### Placed standard cells, run 1

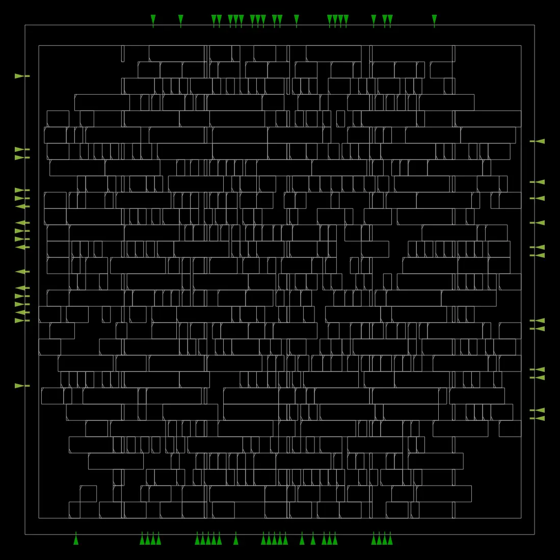
### Placement density heat map, run 1

The die is cut into 9 by 9 equal tiles; white is low, dark blue is high, 0 to 100% covered.
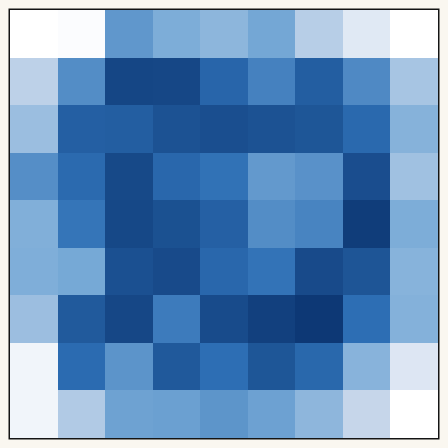
### Close-up of the layout, run 1

Region (54, 54) to (74, 74) µm. Cells in gray, sequential cells in the stronger gray; small squares are vias.
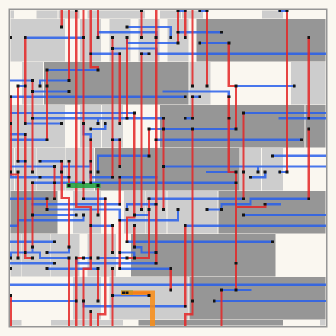
### Pin placement, run 1

Scale bar: 20 µm. Pins as bars across the die edge, other pins in gray.
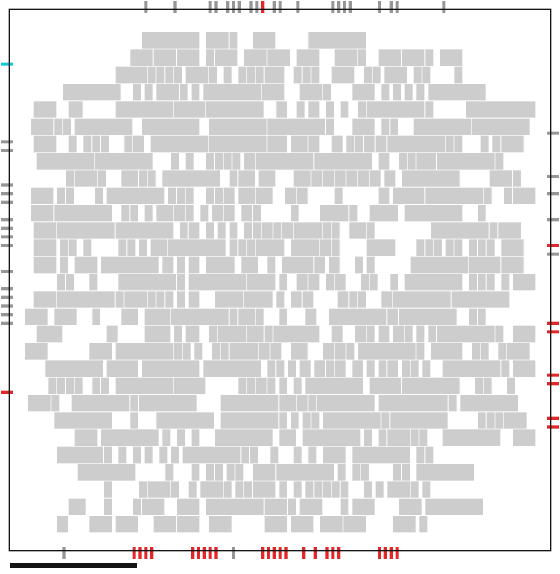
--- config.mk ---
export PLATFORM = sky130hd
export DESIGN_NAME = comparator_iterative
export DESIGN_NICKNAME = d
export VERILOG_FILES = /design/src/rtl/comparator_iterative_pkg.sv /design/src/rtl/comparator_chunk.sv /design/src/rtl/comparator_iterative.sv
export SDC_FILE = /design/constraint.sdc
export NUM_CORES = 1
export LEC_CHECK = 0
export ABC_AREA = 1
export ABC_CLOCK_PERIOD_IN_PS = 3800
export CAP_MARGIN = 30
export CORE_MARGIN = 2
export CORE_UTILIZATION = 55
export DETAILED_ROUTE_END_ITERATION = 7
export PLACE_DENSITY = 0.85
export SLEW_MARGIN = 10
export SYNTH_ARGS = -nofsm -noshare
export SYNTH_HDL_FRONTEND = slang
export SYNTH_SLANG_ARGS = --single-unit
--- constraint.sdc ---
create_clock -name clk -period 3.8 [get_ports clk]
set_clock_uncertainty 0.1 [all_clocks]
set_input_delay 0.57 -clock clk [delete_from_list [all_inputs] [get_ports clk]]
set_output_delay 0.57 -clock clk [all_outputs]
set_load 0.02 [all_outputs]
--- src/rtl/comparator_iterative_pkg.sv ---
// Shared definitions for the iterative magnitude comparator.
//   cmp_state_e : FSM state encoding (IDLE/BUSY/DONE)
//   clog2       : ceiling log2, used to size the chunk index
//   idx_width   : index register width, never less than one bit
package comparator_iterative_pkg;

  typedef enum logic [1:0] {
    CMP_IDLE = 2'd0,
    CMP_BUSY = 2'd1,
    CMP_DONE = 2'd2
  } cmp_state_e;

  function automatic int unsigned clog2(input int unsigned n);
    int unsigned r;
    int unsigned v;
    r = 0;
    v = (n > 0) ? n - 1 : 0;
    while (v > 0) begin
      r++;
      v = v >> 1;
    end
    return r;
  endfunction

  // NCHUNK=1 gives clog2=0; keep a one-bit index so the register stays legal.
  function automatic int unsigned idx_width(input int unsigned n);
    return (clog2(n) == 0) ? 1 : clog2(n);
  endfunction

endpackage

--- src/rtl/comparator_chunk.sv ---
// Combinational unsigned compare of one CHUNK-bit slice.
//   x, y : slice operands
//   eq   : x == y
//   gt   : x > y
//   lt   : x < y
module comparator_chunk #(
  parameter int unsigned CHUNK = 8
) (
  input  logic [CHUNK-1:0] x,
  input  logic [CHUNK-1:0] y,
  output logic             eq,
  output logic             gt,
  output logic             lt
);

  assign eq = (x == y);
  assign gt = (x > y);
  assign lt = (x < y);

endmodule

--- src/rtl/comparator_iterative.sv ---
// Multi-cycle magnitude comparator: compares a and b CHUNK bits per cycle, MSB chunk first.
// Signed compares are done by flipping the sign bits (offset binary) and comparing unsigned.
// Optional macro COMPARATOR_EARLY_EXIT_EN: finish on the first differing chunk instead of
// always scanning all chunks. Results are identical either way; only latency differs.
// Ports:
//   clk, rst_n           : clock, asynchronous active-low reset
//   in_valid, in_ready   : operand handshake (in_ready high only in IDLE)
//   a, b, signed_mode    : operands and compare mode, sampled on accept
//   out_valid, out_ready : result handshake (result held while out_ready is low)
//   equal, greater, less : one-hot result, all zero outside DONE
//   busy                 : FSM not in IDLE
module comparator_iterative
  import comparator_iterative_pkg::*;
#(
  parameter int unsigned WIDTH = 32,
  parameter int unsigned CHUNK = 8
) (
  input  logic             clk,
  input  logic             rst_n,
  input  logic             in_valid,
  output logic             in_ready,
  input  logic [WIDTH-1:0] a,
  input  logic [WIDTH-1:0] b,
  input  logic             signed_mode,
  output logic             out_valid,
  input  logic             out_ready,
  output logic             equal,
  output logic             greater,
  output logic             less,
  output logic             busy
);

  localparam int unsigned NCHUNK = WIDTH / CHUNK;
  localparam int unsigned IW     = idx_width(NCHUNK);
  localparam logic [WIDTH-1:0] MSB_MASK = WIDTH'(1) << (WIDTH - 1);

  cmp_state_e       state_q;
  logic [WIDTH-1:0] a_q, b_q;
  logic [IW-1:0]    idx_q;
  logic             gt_q, lt_q;

  logic [CHUNK-1:0] ca, cb;
  logic             c_eq, c_gt, c_lt;
  logic             gt_nxt, lt_nxt;
  logic             scan_done;

  // Slice selection by compare rather than a variable part-select keeps widths explicit.
  always_comb begin
    ca = '0;
    cb = '0;
    for (int i = 0; i < NCHUNK; i++) begin
      if (idx_q == IW'(i)) begin
        ca = a_q[i*CHUNK +: CHUNK];
        cb = b_q[i*CHUNK +: CHUNK];
      end
    end
  end

  comparator_chunk #(
    .CHUNK(CHUNK)
  ) u_chunk (
    .x (ca),
    .y (cb),
    .eq(c_eq),
    .gt(c_gt),
    .lt(c_lt)
  );

  // The first differing chunk decides; once a flag is set, later chunks are ignored.
  always_comb begin
    gt_nxt = gt_q;
    lt_nxt = lt_q;
    if (!gt_q && !lt_q && !c_eq) begin
      gt_nxt = c_gt;
      lt_nxt = c_lt;
    end
  end

`ifdef COMPARATOR_EARLY_EXIT_EN
  assign scan_done = (idx_q == '0) || !c_eq;
`else
  assign scan_done = (idx_q == '0);
`endif

  assign in_ready = (state_q == CMP_IDLE);
  assign busy     = (state_q != CMP_IDLE);

  always_ff @(posedge clk or negedge rst_n) begin
    if (!rst_n) begin
      state_q   <= CMP_IDLE;
      a_q       <= '0;
      b_q       <= '0;
      idx_q     <= '0;
      gt_q      <= 1'b0;
      lt_q      <= 1'b0;
      out_valid <= 1'b0;
      equal     <= 1'b0;
      greater   <= 1'b0;
      less      <= 1'b0;
    end else begin
      unique case (state_q)
        CMP_IDLE: begin
          if (in_valid) begin
            a_q     <= signed_mode ? (a ^ MSB_MASK) : a;
            b_q     <= signed_mode ? (b ^ MSB_MASK) : b;
            idx_q   <= IW'(NCHUNK - 1);
            gt_q    <= 1'b0;
            lt_q    <= 1'b0;
            state_q <= CMP_BUSY;
          end
        end
        CMP_BUSY: begin
          gt_q <= gt_nxt;
          lt_q <= lt_nxt;
          if (scan_done) begin
            state_q   <= CMP_DONE;
            out_valid <= 1'b1;
            equal     <= !gt_nxt && !lt_nxt;
            greater   <= gt_nxt;
            less      <= lt_nxt;
          end else begin
            idx_q <= idx_q - IW'(1);
          end
        end
        CMP_DONE: begin
          if (out_ready) begin
            state_q   <= CMP_IDLE;
            out_valid <= 1'b0;
            equal     <= 1'b0;
            greater   <= 1'b0;
            less      <= 1'b0;
          end
        end
        default: begin
          state_q   <= CMP_IDLE;
          out_valid <= 1'b0;
          equal     <= 1'b0;
          greater   <= 1'b0;
          less      <= 1'b0;
        end
      endcase
    end
  end

endmodule
==> GITHUB_STEP_SUMMARY, run 1 <==
### Yosys + OpenROAD results

| Metric | Value |
|---|---|
| Number of global-route vias before repair | `3033` |
| CP dominant cell by count | `nand2_1` |
| DRC viols | `0` |
| CTS Buffer Depth | `2` |
| Worst-path maximum fanout | `17` |
| YS chip area | `0.00361 mm²` |
| Comb power | `0.00165 W` |
| DR top layer | `met4` |
| Dominant cell area share | `0.513` |
| Most used DFF post-synth | `dfrtp_1` |
| Die Span Y | `85.0 µm` |
| Synth Seq Share | `0.513` |
| Synth top cells by count | `228 x nand2_1, 74 x dfrtp_1, 30 x o21ai_0` |
| Synth Area in Compound Gates | `0.108` |
| Root buf cell | `clkbuf_8` |
| Clk tree area frac | `0.0464` |
| Setup crit end kind | `flip-flop` |
| Power Internal | `0.00216 W` |
| Metal2 WL | `4220 µm` |
| GRT busiest layer | `met2` |
| DRT Wirelength | `8520 µm` |
| CP max stage delay | `0.52 ns` |
| Yosys simple share | `0.272` |
| Worst setup margin | `0.665 ns` |
| Port bufs | `74` |
| Critical path's top delay family | `adder cells` |
| Final Hold Viols | `0` |
| WL met3 | `397 µm` |
| EDFF count, synth | `0` |
| Status | `finished, final reports clean` |
| Leak | `2.31 nW` |
| Final setup vio count | `0` |
| R2r endpoint | `gt_q` |
| Inst Count DP | `574` |
| P_clk | `0.000656 W` |
| Clk_lat worst skew | `0.35 ns` |
| # IOs | `75` |
| Top power group | `combinational cells` |
| Critical Path AT | `3.24 ns` |
| Flops | `74` |
| Vias | `3081` |
| Worst path depth | `13` |
| Pwr dens | `825 mW/mm²` |
| Overall die width | `85.0 µm` |
| Max cap viols | `0` |
| Top flop regs | `a_q: 32 flops, b_q: 32 flops` |
| First-pass GRT wire length | `14200 µm` |
| Bufs w/o clock | `76` |
| Post-CTS Setup Bufs | `0` |
| Largest net degree at the start of global routing | `75` |
| Max VDD drop | `0.000535 V` |
| Switching share of total power | `0.420` |
| Die area | `0.00723 mm²` |
| Crit path capture | `gt_q` |
| Inverter count | `17` |
| Pre-CTS setup slack | `0.745 ns` |
| DR WL/cell | `14.4 µm` |
| Crit path buf inv count | `2` |
| Iteration-0 DRC count of the detailed router | `182` |
| Clk pwr share | `0.176` |
| Final period utilization | `0.825` |
| Clock tree from TritonCTS | `yes` |
| Mux share of post-synthesis cell area | `0` |
| Worst-path cell chain | `inv_1 -> ha_1 -> inv_1 -> o21ai_0 -> o21ai_1 -> ha_1 -> a21o_1 -> nor2_1 -> nand2_1 -> nand2_1 -> nand2_1 -> nand2_1 -> o21ai_0` |
| Sw Pwr | `0.00157 W` |
| Main logic family | `simple AND/OR/NAND/NOR gates` |
| Worst Hold Class | `input pin to asynchronous set/reset pin` |
| P&R area growth vs syn | `25.4%` |
| Synth area leader | `dfrtp_1` |
| GR Util met1 | `0.330` |
-- 'Placed standard cells' (at the start) --
Final Core Density: 0.713
final non-filler cell total: 591
Core Area: 0.00635 mm²
Core Rows: 29

-- 'Placement density heat map' (at the start) --
The fullest tile reaches 97%. The mean over all tiles is 61%. 42% of the tiles are over 75% full.

-- 'Close-up of the layout' (at the start) --
met3: shown in green. met4: shown in orange. met1: shown in blue. met2: shown in red.
Sequential cells in the window: 7. 31 logic cells have their middle in the window. Most frequent: nand2_1 (13), dfrtp_1 (7), o21ai_0 (4). Netlist names of flops here include b_q (7).

-- 'Pin placement' (at the start) --
a: shown in red, pins 32, direction input, edge 23 bottom, 7 right, 1 top, 1 left. clk: shown in cyan, pins 1, direction input, edge left.
All pins by edge: 25 bottom, 21 top, 17 left, 12 right.

### Drive-strength map, run 1

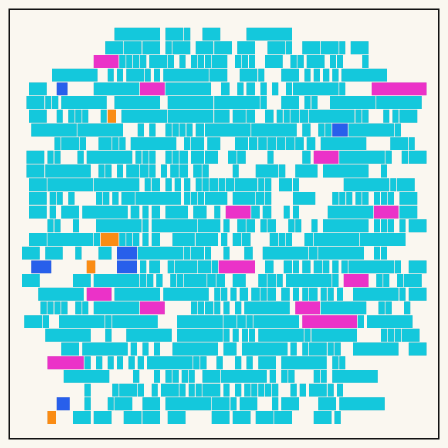

## Run 2: what changed since run 1
--- a/config.mk
+++ b/config.mk
@@ -6,12 +6,12 @@
 export NUM_CORES = 1
 export LEC_CHECK = 0
 export ABC_AREA = 1
-export ABC_CLOCK_PERIOD_IN_PS = 3800
+export ABC_CLOCK_PERIOD_IN_PS = 3100
 export CAP_MARGIN = 30
 export CORE_MARGIN = 2
-export CORE_UTILIZATION = 55
+export CORE_UTILIZATION = 51
 export DETAILED_ROUTE_END_ITERATION = 7
-export PLACE_DENSITY = 0.85
+export PLACE_DENSITY = 0.8
 export SLEW_MARGIN = 10
 export SYNTH_ARGS = -nofsm -noshare
 export SYNTH_HDL_FRONTEND = slang
==> constraint.sdc (replaced) <==
create_clock -name clk -period 3.1 [get_ports clk]
set_clock_uncertainty 0.1 [all_clocks]
set_input_delay 0.465 -clock clk [delete_from_list [all_inputs] [get_ports clk]]
set_output_delay 0.465 -clock clk [all_outputs]
set_load 0.02 [all_outputs]
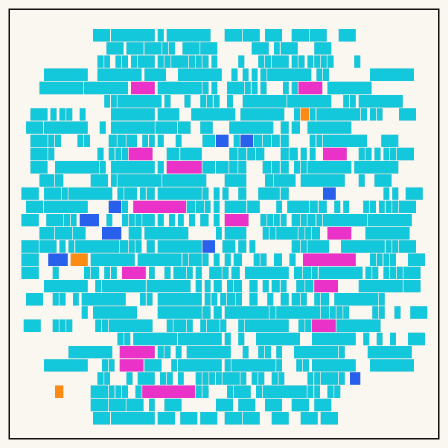
*Drive-strength map, run 2*
drive 2: shown in orange, cells 3, share 0.58%. drive 6 and up: shown in magenta, cells 15, share 2.9%. drive 1 or less: shown in cyan, cells 489, share 95%. drive 3 to 4: shown in blue, cells 9, share 1.7%.

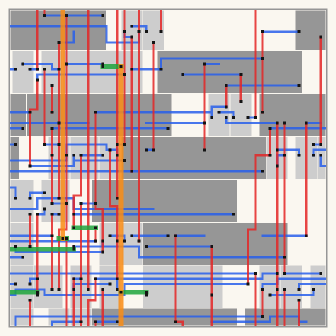
*Close-up of the layout, run 2*
Region (56, 56) to (76, 76) µm. Cells in gray, sequential cells in the stronger gray; small squares are vias.
met4: shown in orange. met3: shown in green. met2: shown in red. met1: shown in blue.
Netlist names of flops here include b_q (6). 31 logic cells have their middle in the window. Most frequent: nand2_1 (17), dfrtp_1 (6), o21ai_0 (3). Sequential cells in the window: 6.

==> run 2 against run 1 <==
  * Sequential power up 22%
  * Worst hold slack lost 0.029 ns
  * Wire length is 2.9% lower
  * Critical path depth rose by 5
  * Via count decreased by 0.55%
  * Highest routed layer unchanged
==> GITHUB_STEP_SUMMARY, run 2 <==
### Yosys + OpenROAD results

| Metric | Value |
|---|---|
| Power Internal | `0.00278 W` |
| Core Rows | `30` |
| Most used DFF post-synth | `dfrtp_1` |
| First-pass GRT wire length | `13500 µm` |
| Flops | `74` |
| Crit path buf inv count | `3` |
| DRC viols | `0` |
| P&R area growth vs syn | `27.5%` |
| Vias | `3064` |
| Dominant cell area share | `0.513` |
| Core Area | `0.00683 mm²` |
| Critical Path AT | `2.91 ns` |
| Iteration-0 DRC count of the detailed router | `190` |
| DRT Wirelength | `8280 µm` |
| R2r endpoint | `gt_q` |
| Main logic family | `simple AND/OR/NAND/NOR gates` |
| Worst setup margin | `0.299 ns` |
| CP max stage delay | `0.42 ns` |
| Worst path depth | `18` |
| GRT busiest layer | `met2` |
| Critical path's top delay family | `adder cells` |
| Synth area leader | `dfrtp_1` |
| Final non-filler cell total | `612` |
| Worst Hold Class | `input pin to asynchronous set/reset pin` |
| Number of vias per cell | `5.01` |
| YS chip area | `0.00361 mm²` |
| Clk tree area frac | `0.0522` |
| CTS Buffer Depth | `2` |
| Ys async rst share | `1.00` |
| DR WL/cell | `13.5 µm` |
| N_taps | `96` |
| Pwr dens | `1010 mW/mm²` |
| Pre-CTS setup slack | `0.353 ns` |
| Synth Seq Share | `0.513` |
| Adder share | `0.0416` |
| Clk_lat worst skew | `0.34 ns` |
| DR top layer | `met4` |
| Clk pwr share | `0.191` |
| Clock tree from TritonCTS | `yes` |
| Final Core Density | `0.674` |
| WL met3 | `458 µm` |
| Worst-path maximum fanout | `10` |
| Crit path capture | `gt_q` |
| GR Util met1 | `0.312` |
| Final setup vio count | `0` |
| Synth top cells by count | `228 x nand2_1, 74 x dfrtp_1, 30 x o21ai_0` |
| Die area | `0.00777 mm²` |
| Logic share of the area | `0.334` |
| Max cap viols | `0` |
| Top flop regs | `a_q: 32 flops, b_q: 32 flops` |
| Worst-path cell chain | `inv_1 -> ha_1 -> buf_4 -> a21oi_1 -> nand2_1 -> o21ai_0 -> o21ai_0 -> ha_1 -> nand2_1 -> inv_1 -> nand2_1 -> nand2_1 -> nand2_1 -> nand2_1 -> nand2_1 -> nand2_1 -> nand2_1 -> o21ai_0` |
| Metal2 WL | `3940 µm` |
| Final period utilization | `0.904` |
| # IOs | `75` |
| Synth Area in Compound Gates | `0.108` |
| Inverter count | `17` |
| Top power group | `combinational cells` |
| Largest net degree at the start of global routing | `65` |
| Bufs w/o clock | `79` |
| Root buf cell | `clkbuf_8` |
| Syn nets | `525` |
| Setup crit end kind | `flip-flop` |
| Max VDD drop | `0.000667 V` |
| Comb power | `0.00204 W` |
| Yosys simple share | `0.272` |
| Sw Pwr | `0.00189 W` |
| CP dominant cell by count | `nand2_1` |
| Final Hold Viols | `0` |
| Leak | `2.33 nW` |
| Status | `finished, final reports clean` |
| Number of global-route vias before repair | `2955` |
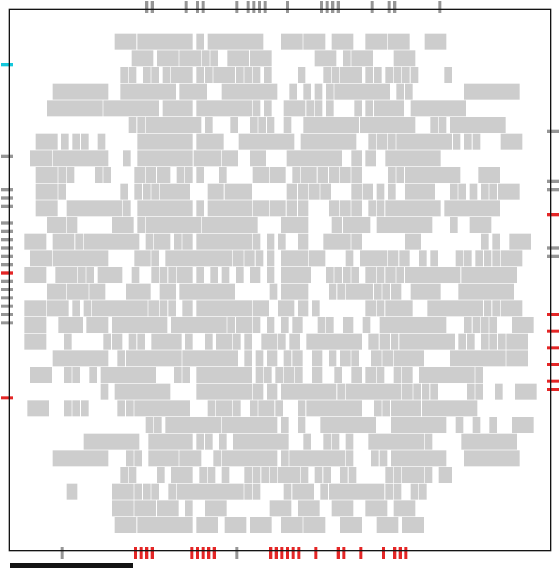
*Pin placement, run 2*
Scale bar: 20 µm. Pins as bars across the die edge, other pins in gray.
overall die width: 88.1 µm
port bufs: 74
Die Span Y: 88.1 µm

## Run 3: what changed since run 2
--- a/config.mk
+++ b/config.mk
@@ -6,7 +6,6 @@
 export NUM_CORES = 1
 export LEC_CHECK = 0
 export ABC_AREA = 1
-export ABC_CLOCK_PERIOD_IN_PS = 3100
 export CAP_MARGIN = 30
 export CORE_MARGIN = 2
 export CORE_UTILIZATION = 51
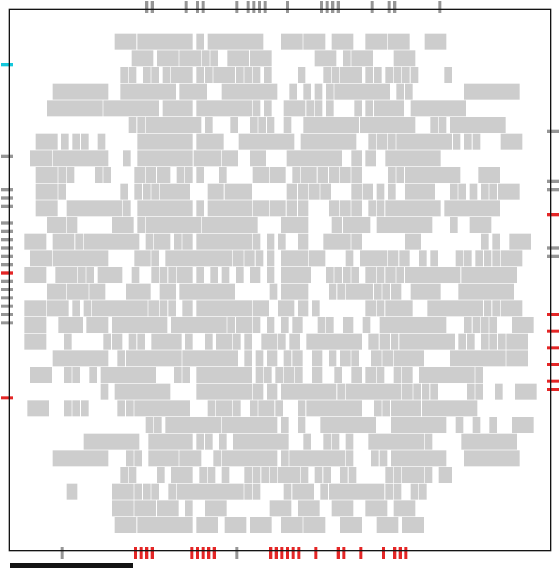
*Pin placement, run 3*
Scale bar: 20 µm. Pins as bars across the die edge, other pins in gray.
a: shown in red, pins 32, direction input, edge 23 bottom, 7 right, 2 left. clk: shown in cyan, pins 1, direction input, edge left.
All pins by edge: 25 bottom, 19 left, 19 top, 12 right.

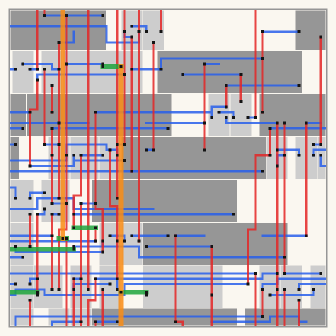
*Close-up of the layout, run 3*
Region (56, 56) to (76, 76) µm. Cells in gray, sequential cells in the stronger gray; small squares are vias.
met4: shown in orange. met1: shown in blue. met2: shown in red. met3: shown in green.
Most frequent: nand2_1 (17), dfrtp_1 (6), o21ai_0 (3). 31 logic cells have their middle in the window. Netlist names of flops here include b_q (6). Sequential cells in the window: 6.

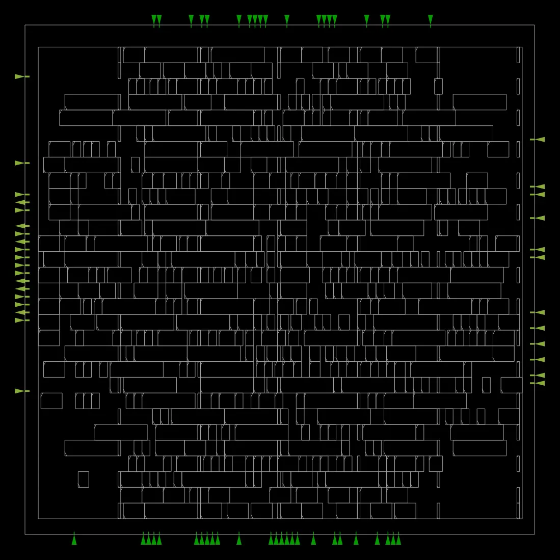
*Placed standard cells, run 3*
final-layout fill cell count: 579
Flops: 74
Core Rows: 30

==> run 3 against run 2 <==
  * Area after synthesis stayed put
  * First-iteration DRC count stayed put
  * Combinational power hardly changed
  * Highest routed layer unchanged
==> GITHUB_STEP_SUMMARY, run 3 <==
### Yosys + OpenROAD results

| Metric | Value |
|---|---|
| Status | `finished, final reports clean` |
| Adder share | `0.0416` |
| Top power group | `combinational cells` |
| # IOs | `75` |
| Synth Seq Share | `0.513` |
| Crit path capture | `gt_q` |
| Synth Area in Compound Gates | `0.108` |
| Post-CTS Setup Bufs | `0` |
| P&R area growth vs syn | `27.5%` |
| CP dominant cell by count | `nand2_1` |
| EDFF count, synth | `0` |
| Worst setup margin | `0.299 ns` |
| Die area | `0.00777 mm²` |
| Final Hold Viols | `0` |
| Clock tree from TritonCTS | `yes` |
| Inst Count DP | `597` |
| CTS Buffer Depth | `2` |
| Overall die width | `88.1 µm` |
| Max cap viols | `0` |
| Dominant cell area share | `0.513` |
| Port bufs | `74` |
| Critical path's top delay family | `adder cells` |
| DR top layer | `met4` |
| Final non-filler cell total | `612` |
| Sw Pwr | `0.00189 W` |
| Clk pwr share | `0.191` |
| Comb power | `0.00204 W` |
| Largest net degree at the start of global routing | `65` |
| Vias | `3064` |
| Power Internal | `0.00278 W` |
| Synth top cells by count | `228 x nand2_1, 74 x dfrtp_1, 30 x o21ai_0` |
| GRT busiest layer | `met2` |
| Number of vias per cell | `5.01` |
| R2r endpoint | `gt_q` |
| Ys async rst share | `1.00` |
| Clk_lat worst skew | `0.34 ns` |
| Iteration-0 DRC count of the detailed router | `190` |
Power and IR drop assume default switching activity.
